==> config.mk <==
export PLATFORM = sky130hd
export DESIGN_NAME = proc_ctrl_fsm_flat
export DESIGN_NICKNAME = d
export VERILOG_FILES = /design/src/rtl/proc_ctrl_fsm_if.sv /design/src/rtl/proc_ctrl_fsm.sv /design/src/flat_wrapper.sv
export SDC_FILE = /design/constraint.sdc
export NUM_CORES = 1
export LEC_CHECK = 0
export ABC_AREA = 1
export CAP_MARGIN = 0
export CORE_MARGIN = 5
export CORE_UTILIZATION = 31
export DETAILED_ROUTE_END_ITERATION = 16
export PLACE_DENSITY = 0.81
export SYNTH_ARGS = -nofsm -noshare
export SYNTH_HDL_FRONTEND = slang
export SYNTH_SLANG_ARGS = --single-unit
==> constraint.sdc <==
create_clock -name clk -period 1.2 [get_ports clk]
set_input_delay 0.18 -clock clk [delete_from_list [all_inputs] [get_ports clk]]
set_output_delay 0.18 -clock clk [all_outputs]
set_load 0.01 [all_outputs]
==> src/rtl/proc_ctrl_fsm_if.sv <==
// Control bundle between proc_ctrl_fsm (master) and the datapath (slave).
// Carries run gating, instruction/flag inputs, datapath enables, selects and status.
interface proc_ctrl_fsm_if #(
   parameter int IW     = 17,
   parameter int PERF_W = 16
);
   logic              run;
   logic [IW-1:0]     instr;
   logic              alu_zero;
   logic              pc_we;
   logic              pc_src;
   logic              ir_we;
   logic              mem_addr_sel;
   logic              mem_we;
   logic              dr_we;
   logic              rf_we;
   logic              wb_sel;
   logic              srcb_sel;
   logic [3:0]        alu_op;
   logic [2:0]        state;
   logic              halted;
   logic              illegal;
   logic [PERF_W-1:0] instret;

   modport master (
      input  run, instr, alu_zero,
      output pc_we, pc_src, ir_we, mem_addr_sel, mem_we, dr_we, rf_we, wb_sel,
             srcb_sel, alu_op, state, halted, illegal, instret
   );

   modport slave (
      output run, instr, alu_zero,
      input  pc_we, pc_src, ir_we, mem_addr_sel, mem_we, dr_we, rf_we, wb_sel,
             srcb_sel, alu_op, state, halted, illegal, instret
   );
endinterface

==> src/rtl/proc_ctrl_fsm.sv <==
// Multi-cycle control FSM (fetch/decode/exec/mem/wb) for the 17-bit datapath; 2-5 cycles per instruction.
// Enables decode combinationally from state/opcode/alu_zero; PROC_CTRL_PERF_CNT_EN builds the instret counter.
module proc_ctrl_fsm #(
   parameter int IW     = 17,
   parameter int PERF_W = 16
) (
   input  logic           clk,
   input  logic           reset,
   proc_ctrl_fsm_if.master ctl
);

   typedef enum logic [2:0] {
      S_IDLE   = 3'd0,
      S_FETCH  = 3'd1,
      S_DECODE = 3'd2,
      S_EXEC   = 3'd3,
      S_MEM    = 3'd4,
      S_WB     = 3'd5,
      S_HALT   = 3'd6
   } state_t;

   localparam logic [4:0] OP_NOP  = 5'h00;
   localparam logic [4:0] OP_ADD  = 5'h01;
   localparam logic [4:0] OP_XOR  = 5'h05;
   localparam logic [4:0] OP_ADDI = 5'h06;
   localparam logic [4:0] OP_LD   = 5'h08;
   localparam logic [4:0] OP_ST   = 5'h09;
   localparam logic [4:0] OP_BEQ  = 5'h0C;
   localparam logic [4:0] OP_JMP  = 5'h0D;
   localparam logic [4:0] OP_HALT = 5'h1F;

   state_t     state_q;
   state_t     fetch_next;
   logic       illegal_q;
   logic [4:0] opcode;
   logic       is_alu, is_addi, is_ld, is_st, is_beq, is_jmp, is_halt, is_nop, to_exec;
   logic       unused_instr;

   assign opcode       = ctl.instr[IW-1 -: 5];
   assign unused_instr = ^ctl.instr[IW-6:0];

   assign is_alu  = (opcode >= OP_ADD) && (opcode <= OP_XOR);
   assign is_addi = (opcode == OP_ADDI);
   assign is_ld   = (opcode == OP_LD);
   assign is_st   = (opcode == OP_ST);
   assign is_beq  = (opcode == OP_BEQ);
   assign is_jmp  = (opcode == OP_JMP);
   assign is_halt = (opcode == OP_HALT);
   assign is_nop  = (opcode == OP_NOP);
   assign to_exec = is_alu | is_addi | is_ld | is_st | is_beq | is_jmp;

   // Every return to FETCH parks in IDLE instead while run is low.
   assign fetch_next = ctl.run ? S_FETCH : S_IDLE;

   always_ff @(posedge clk or negedge reset) begin
      if (!reset) begin
         state_q   <= S_IDLE;
         illegal_q <= 1'b0;
      end else begin
         case (state_q)
            S_IDLE:   if (ctl.run) state_q <= S_FETCH;
            S_FETCH:  state_q <= S_DECODE;
            S_DECODE: begin
               if (is_halt)      state_q <= S_HALT;
               else if (to_exec) state_q <= S_EXEC;
               else begin
                  state_q <= fetch_next;
                  if (!is_nop) illegal_q <= 1'b1;
               end
            end
            S_EXEC: begin
               if (is_alu || is_addi)   state_q <= S_WB;
               else if (is_ld || is_st) state_q <= S_MEM;
               else                     state_q <= fetch_next;
            end
            S_MEM:    state_q <= is_ld ? S_WB : fetch_next;
            S_WB:     state_q <= fetch_next;
            S_HALT:   if (!ctl.run) state_q <= S_IDLE;
            default:  state_q <= S_IDLE;
         endcase
      end
   end

   always_comb begin
      ctl.pc_we        = 1'b0;
      ctl.pc_src       = 1'b0;
      ctl.ir_we        = 1'b0;
      ctl.mem_addr_sel = 1'b0;
      ctl.mem_we       = 1'b0;
      ctl.dr_we        = 1'b0;
      ctl.rf_we        = 1'b0;
      ctl.wb_sel       = 1'b0;
      ctl.srcb_sel     = 1'b0;
      ctl.alu_op       = 4'h0;
      ctl.halted       = 1'b0;
      case (state_q)
         S_FETCH: begin
            ctl.ir_we = 1'b1;
            ctl.pc_we = 1'b1;
         end
         S_EXEC: begin
            if (is_alu) begin
               ctl.alu_op = opcode[3:0];
            end else if (is_addi || is_ld || is_st) begin
               ctl.alu_op   = 4'h1;
               ctl.srcb_sel = 1'b1;
            end else if (is_beq) begin
               ctl.alu_op = 4'h2;
               ctl.pc_src = 1'b1;
               ctl.pc_we  = ctl.alu_zero;
            end else if (is_jmp) begin
               ctl.pc_src = 1'b1;
               ctl.pc_we  = 1'b1;
            end
         end
         S_MEM: begin
            ctl.mem_addr_sel = 1'b1;
            ctl.dr_we        = is_ld;
            ctl.mem_we       = is_st;
         end
         S_WB: begin
            ctl.rf_we  = 1'b1;
            ctl.wb_sel = is_ld;
         end
         S_HALT:  ctl.halted = 1'b1;
         default: ;
      endcase
   end

   assign ctl.state   = state_q;
   assign ctl.illegal = illegal_q;

`ifdef PROC_CTRL_PERF_CNT_EN
   logic              retire;
   logic [PERF_W-1:0] instret_q;

   always_comb begin
      retire = 1'b0;
      case (state_q)
         S_DECODE: retire = !to_exec && !is_halt;
         S_EXEC:   retire = is_beq | is_jmp;
         S_MEM:    retire = is_st;
         S_WB:     retire = 1'b1;
         default:  retire = 1'b0;
      endcase
   end

   always_ff @(posedge clk or negedge reset) begin
      if (!reset)      instret_q <= '0;
      else if (retire) instret_q <= instret_q + {{(PERF_W-1){1'b0}}, 1'b1};
   end

   assign ctl.instret = instret_q;
`else
   assign ctl.instret = {PERF_W{1'b0}};
`endif

endmodule
==> src/flat_wrapper.sv <==
// flat-port wrapper written by rule: the top's interface ports become plain ports
module proc_ctrl_fsm_flat 
#(
   parameter int IW     = 17,
   parameter int PERF_W = 16
)
  (clk, reset, ctl_run, ctl_instr, ctl_alu_zero, ctl_pc_we, ctl_pc_src, ctl_ir_we, ctl_mem_addr_sel, ctl_mem_we, ctl_dr_we, ctl_rf_we, ctl_wb_sel, ctl_srcb_sel, ctl_alu_op, ctl_state, ctl_halted, ctl_illegal, ctl_instret);
  proc_ctrl_fsm_if #(.IW(IW), .PERF_W(PERF_W)) ctl_i ();
  input  logic clk;
  input  logic reset;
  input wire logic [$bits(ctl_i.run)-1:0] ctl_run;
  input wire logic [$bits(ctl_i.instr)-1:0] ctl_instr;
  input wire logic [$bits(ctl_i.alu_zero)-1:0] ctl_alu_zero;
  output wire logic [$bits(ctl_i.pc_we)-1:0] ctl_pc_we;
  output wire logic [$bits(ctl_i.pc_src)-1:0] ctl_pc_src;
  output wire logic [$bits(ctl_i.ir_we)-1:0] ctl_ir_we;
  output wire logic [$bits(ctl_i.mem_addr_sel)-1:0] ctl_mem_addr_sel;
  output wire logic [$bits(ctl_i.mem_we)-1:0] ctl_mem_we;
  output wire logic [$bits(ctl_i.dr_we)-1:0] ctl_dr_we;
  output wire logic [$bits(ctl_i.rf_we)-1:0] ctl_rf_we;
  output wire logic [$bits(ctl_i.wb_sel)-1:0] ctl_wb_sel;
  output wire logic [$bits(ctl_i.srcb_sel)-1:0] ctl_srcb_sel;
  output wire logic [$bits(ctl_i.alu_op)-1:0] ctl_alu_op;
  output wire logic [$bits(ctl_i.state)-1:0] ctl_state;
  output wire logic [$bits(ctl_i.halted)-1:0] ctl_halted;
  output wire logic [$bits(ctl_i.illegal)-1:0] ctl_illegal;
  output wire logic [$bits(ctl_i.instret)-1:0] ctl_instret;
  assign ctl_i.run = ctl_run;
  assign ctl_i.instr = ctl_instr;
  assign ctl_i.alu_zero = ctl_alu_zero;
  assign ctl_pc_we = ctl_i.pc_we;
  assign ctl_pc_src = ctl_i.pc_src;
  assign ctl_ir_we = ctl_i.ir_we;
  assign ctl_mem_addr_sel = ctl_i.mem_addr_sel;
  assign ctl_mem_we = ctl_i.mem_we;
  assign ctl_dr_we = ctl_i.dr_we;
  assign ctl_rf_we = ctl_i.rf_we;
  assign ctl_wb_sel = ctl_i.wb_sel;
  assign ctl_srcb_sel = ctl_i.srcb_sel;
  assign ctl_alu_op = ctl_i.alu_op;
  assign ctl_state = ctl_i.state;
  assign ctl_halted = ctl_i.halted;
  assign ctl_illegal = ctl_i.illegal;
  assign ctl_instret = ctl_i.instret;
  proc_ctrl_fsm #(.IW(IW), .PERF_W(PERF_W)) u_core (.clk(clk), .reset(reset), .ctl(ctl_i));
endmodule
congestion_map.png
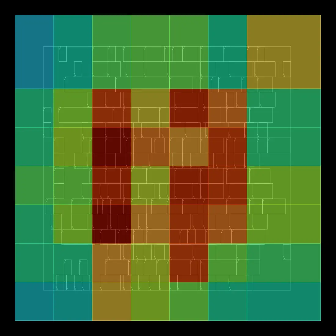
busiest metal layer after global routing: met2
met1 Usage GRT: 0.2268
global-route usage over all layers: 0.2016

clock_wires.png
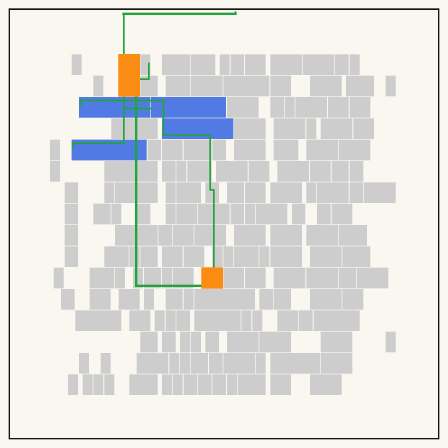
legend:
  flip-flops:
    color: blue
    count: 4
  clock-net drivers:
    color: orange
    count: 3
  clock wires:
    color: green
    length: 125 um
routed clock nets: 4

class_map.png
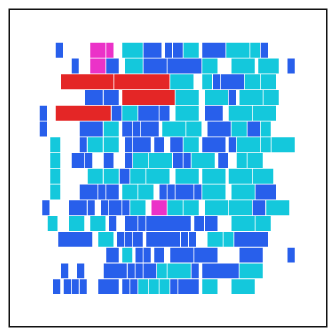
legend:
  clock drivers and dummy loads:
    color: magenta
    cells: 4
    share_of_their_area: 1.9%
  remaining buffers and delay cells:
    color: cyan
    cells: 75
    share_of_their_area: 45%
  remaining logic cells:
    color: blue
    cells: 97
    share_of_their_area: 45%
  registers:
    color: red
    cells: 4
    share_of_their_area: 7.4%
Std-Cell Core Area: 1922 um2
Post-Route Utilization: 0.7428
Seq/total area: 0.07187
Finished Cell Area: 1428 um2
num rows: 16

==> out/qor.yml <==
cts:
  number_of_buffers_on_the_longest_clock_path: 2
  tritoncts: "yes"
  tritoncts_num_sinks: 4
  clk_pin_slew_worst_paths_ns: 0.05
  number_of_cts_inserted_buffers: 3
cells_and_area:
  diodes: 0
  share_of_cells_above_drive_strength_1: 0.6833
  instances_no_fill: 207
power_and_ir_drop:
  power.density_nw_per_um2: 1492
  cellLeakagePower_nw: 0.7458
  vdd.ir_drop.worst_mv: 1.033
  power_mw: 2.130
synth:
  yosys.area.top_type: "buf_4"
  ys_cells: 102
  synthDistinctLibCells: 20
  ys_async_sr_fraction: 1.000
  yosys.area.top_type_share: 0.2073
  dominantRegCellSynth: "dfrtp_1"
  ys.flops: 4
  synthesis.area_um2: 615.6
  yosysChipArea_um2: 615.6
setup_path:
  timing.critical_path.fanout_max: 5
  rr_worst_depth: 8
  crit_arrival_ns: 1.35
  timing.setup.critical_path_class: "flop to output port"
  setup.worst_path.end_class: "output port"
timing:
  finalClockPeriodUsage: 1.277
  fmax_ghz: 0.6527
  final_critical_path_setup_slack_ns: -0.3320
  report.final.setup_viol: 19
global_routing:
  grt_overflow: 0
  antenna_found_initial: 0
  grt_start_max_net_pins: 7
die:
  pin_count: 55
  die_x_um: 54.56
placed_design:
  hpwl_um: 1734
routing:
  via_cell_ratio: 4.589
  detail_route.wl_per_cell_um: 14.21
  finalWirelength_um: 2941
  route.antenna.remaining_nets: 0
run_status:
  status: "finished with violations"
  failed_checks: "setup timing"
worst_hold_path:
  timing.hold.worst.class: "input pin to asynchronous set/reset pin"
[per-layer routing]
| metal | routed length [um] | global-route usage | up-vias |
|---|---|---|---|
| met5 | 0 | 0 | - |
| met4 | 75 | 0.05394 | 0 |
| met3 | 140 | 0.02997 | 8 |
| met2 | 1638 | 0.3865 | 34 |
| met1 | 1086 | 0.2268 | 459 |
| li1 | - | - | 449 |
[timing repair]
item / 4_1_cts / 5_1_grt
pin swaps: 14 / 8
cloned: 0 / 0
setup endpoints to repair: 21 / 20
setup buffers: 17 / 6
gates resized: 136 / 17
[critical path, cell delays in order (launching register included)]
cell	delay [ns]
dfrtp_2	0.43
buf_6	0.15
nor2_4	0.11
nand4_1	0.17
inv_2	0.13
buf_6	0.11
[registers in the layout (all words and copies together), names as in the netlist]
| name | flops |
|---|---|
| u_core.ctl.illegal | 1 |
| u_core.ctl.state | 3 |
[cell type report]
class / instances / area, um2
Inverter: 16 / 60.06
Tap cell: 27 / 33.78
Sequential cell: 4 / 102.6
Timing Repair Buffer: 75 / 633.1
Clock buffer: 4 / 26.28
Fill cell: 141 / 494.2
Multi-Input combinational cell: 81 / 571.8
[report_power, final]
group / switching (mW) / total (mW) / internal (mW)
clock network: 0.0850 / 0.212 / 0.127
logic: 0.810 / 1.70 / 0.887
registers: 0.0430 / 0.221 / 0.178
[layout by cell type, fill, tap and decap left out]
| cell type | count |
|---|---|
| a21oi_1 | 2 |
| dlygate4sd2_1 | 1 |
| o21bai_1 | 1 |
| clkdlybuf4s50_1 | 3 |
| clkbuf_4 | 3 |
| nor3_4 | 4 |
| nor2_2 | 6 |
| a21oi_2 | 5 |
| buf_6 | 27 |
| buf_4 | 28 |
| o21ai_1 | 2 |
| nor4_4 | 1 |
| conb_1 | 17 |
| clkbuf_2 | 1 |
| inv_1 | 7 |
| nand3_4 | 1 |
| nand2_2 | 4 |
| dfrtp_1 | 2 |
| nand3_1 | 8 |
| o21ai_2 | 3 |
| nand2_1 | 10 |
| dfrtp_2 | 2 |
| nand2_4 | 3 |
| nand4_1 | 1 |
| inv_2 | 9 |
| nor3_2 | 1 |
| nor2_1 | 2 |
| nor2_4 | 7 |
| clkbuf_1 | 1 |
| nand3_2 | 3 |
| buf_2 | 15 |
[worst paths after layout]
| check | from | endpoint | slack, ns |
|---|---|---|---|
| setup reg to reg | u_core.ctl.state[0] | u_core.ctl.state[0] | -0.26 |
| hold / removal | reset | u_core.ctl.illegal | 0.14 |
| setup / recovery | u_core.ctl.state[0] | ctl_dr_we | -0.33 |
| min in group clk | u_core.ctl.illegal | u_core.ctl.illegal | 0.48 |
| max in group asynchronous | reset | u_core.ctl.state[2] | 0.86 |
| hold reg to reg | u_core.ctl.illegal | u_core.ctl.illegal | 0.48 |
[metrics by stage]
stage                     utilization  hold slack (ns)
after floorplan                     -          -0.1156
after detailed placement       0.5716           0.4027
after global placement         0.5716           0.3902
final                          0.7428           0.1372
after global routing           0.7428           0.1469
after CTS                      0.7025           0.1480
[cell families (layout without fill, tap and decap cells)]
group	after synthesis	after routing	synth area share
AND-OR/OR-AND	13	13	0.1158
flip-flops	4	4	0.1626
other	1	17	0.006092
buffers and inverters	33	95	0.3049
AND/OR/NAND/NOR	51	51	0.4106
